==> config.mk <==
export PLATFORM = sky130hd
export DESIGN_NAME = ram_arbiter_flat
export DESIGN_NICKNAME = d
export VERILOG_FILES = /design/src/rtl/ram_arbiter_if.sv /design/src/rtl/ram_arbiter.sv /design/src/flat_wrapper.sv
export SDC_FILE = /design/constraint.sdc
export NUM_CORES = 1
export LEC_CHECK = 0
export CELL_PAD_IN_SITES_DETAIL_PLACEMENT = 1
export CELL_PAD_IN_SITES_GLOBAL_PLACEMENT = 1
export CORE_UTILIZATION = 33
export DETAILED_ROUTE_END_ITERATION = 7
export PLACE_DENSITY_LB_ADDON = 0.1
export SLEW_MARGIN = 10
export SYNTH_ARGS = -nofsm -noshare
export SYNTH_HDL_FRONTEND = slang
export SYNTH_SLANG_ARGS = --single-unit
==> constraint.sdc <==
create_clock -name clock -period 3.08 [get_ports clock]
set_clock_uncertainty 0.05 [all_clocks]
set_input_delay 0.616 -clock clock [delete_from_list [all_inputs] [get_ports clock]]
set_output_delay 0.616 -clock clock [all_outputs]
set_load 0.01 [all_outputs]
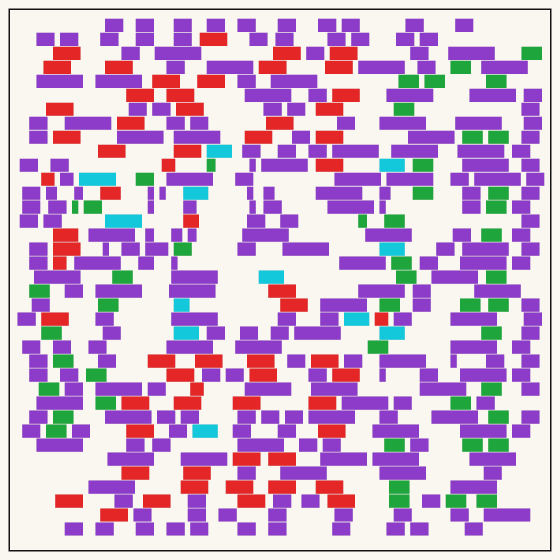
(images/drive_strength.png)
| color | size | cells | share |
|---|---|---|---|
| green | drive 2 | 48 | 13% |
| red | drive 3 to 4 | 62 | 16% |
| purple | drive 1 or less | 254 | 68% |
| cyan | drive 6 and up | 12 | 3.2% |
Layout Cell Area excl Fill: 5310 µm²
fin worst setup slack: 0.280 ns
synthesis-to-layout area growth: 51.7%
number of signal-net buffers in the layout: 158

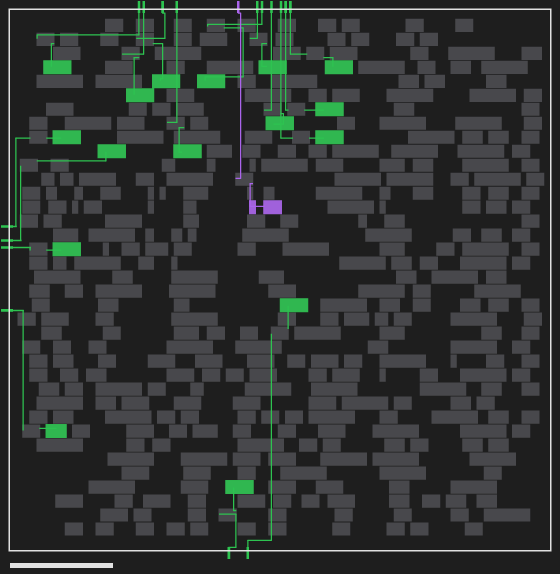
(images/port_nets.png)
Bar = 20 µm.
| color | port | bits | direction | edge | end cells | buffers | wire |
|---|---|---|---|---|---|---|---|
| purple | bus_m1_we | 1 | input | top | 2 | 1 | 41.5 µm |
| green | bus_m1_addr | 16 | input | 10 top, 4 left, 2 bottom | 16 | 16 | 398 µm |
I/O pins: 155
number of port buffers: 154

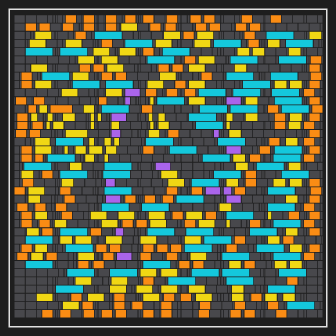
(images/cell_classes.png)
Fill, decap, tap and diode cells in gray.
| color | class | cells |
|---|---|---|
| cyan | flops | 75 |
| yellow | all other logic | 128 |
| orange | other buffers and delay cells | 158 |
| purple | clock drivers and dummy loads | 15 |
end-of-flow core utilization: 51.4%
core footprint: 10,300 µm²
num rows: 37
proportion of cell area occupied by registers: 35.4%

==> metrics.sh <==
POST_CTS_HOLD_BUFFER_COUNT=0
ANTENNA_VIOLATIONS_BEFORE_REPAIR=0
ANTENNA_VIOLATING_NETS_POST_ROUTE=0
TIMING_MAX_TRANSITION_VIOLATIONS_FINAL=0
TIMING.SETUP.CRITICAL_PATH_CLASS='in -> out'
CLOCKBUFFERCOUNT=9
REG2REG_DEPTH=4
HOLD_CLASS='reg -> reg'
GRT_USE_TOTAL_PCT=16.2
TIMING.CRITICAL_PATH.FANOUT_MAX=2
SYN-CELL-AREA_UM2=3500
GRT_MOST_USED_LAYER='met2'
SYNTH.LOGIC.TOP_FAMILY='multiplexers'
FIRST_PASS_DRT_ITERATIONS=4
POST_SYNTH_MUX_AREA_SHARE_PCT=37.5
REG2REG_SETUP_SLACK_NS=0.99
GRTUSAGEMET1_PCT=19.4
SEQPWRFRAC_PCT=43.6
CTS_TREE='built'
RUN_STATUS='completed'
SYNTH-CELLS-YOSYS=213
CTS_BUFFERS=9
DETAILED_PLACE_HPWL_MM=6.02
WL_MM=8.32
FINAL_CYCLE_UTILIZATION_OF_THE_CRITICAL_PATH_PCT=90.9
N_FILL_CELL=1053
CRIT_PATH_END_KIND='primary output'
RSZ_0062_RAISED_AFTER_GLOBAL_ROUTING='no'
CP_DATA_ARRIVAL_TIME_NS=2.13
POWER_FRAC_COMB_PCT=33.8
MAXPOWERGROUP='sequential cells'
CRIT_FAMILY='buffers and inverters'
INVERTERS=5
INTERNAL-POWER_mW=2.13
YS_SEQ_SHARE_PCT=53.6
NUMBER_OF_GLOBAL_ROUTE_VIAS_BEFORE_REPAIR=2606
GR-USAGE-MET2_PCT=28.3
YOSYS_MOST_USED_DFF='dfrtp_1'
DIE_H_UM=105
CP_DATA_REQUIRED_TIME_NS=2.41
POST-ROUTE-DRC-COUNT=0
REGISTER_AREA_UM2=1880
TIGHTESTPINTRANSITION_NS=0.869
DETAILEDPLACE.WORSTSLACK_NS=0.278
HOLD_VIOL_FINAL=0
SIGNAL_BUFFER_AREA_FRACTION_PCT=29.8
SYNTH.DISTINCT_CELLS=24
FIRST_PASS_GRT_WIRE_LENGTH_MM=13.7
DOMINANT_CELLS='flip-flops and latches'
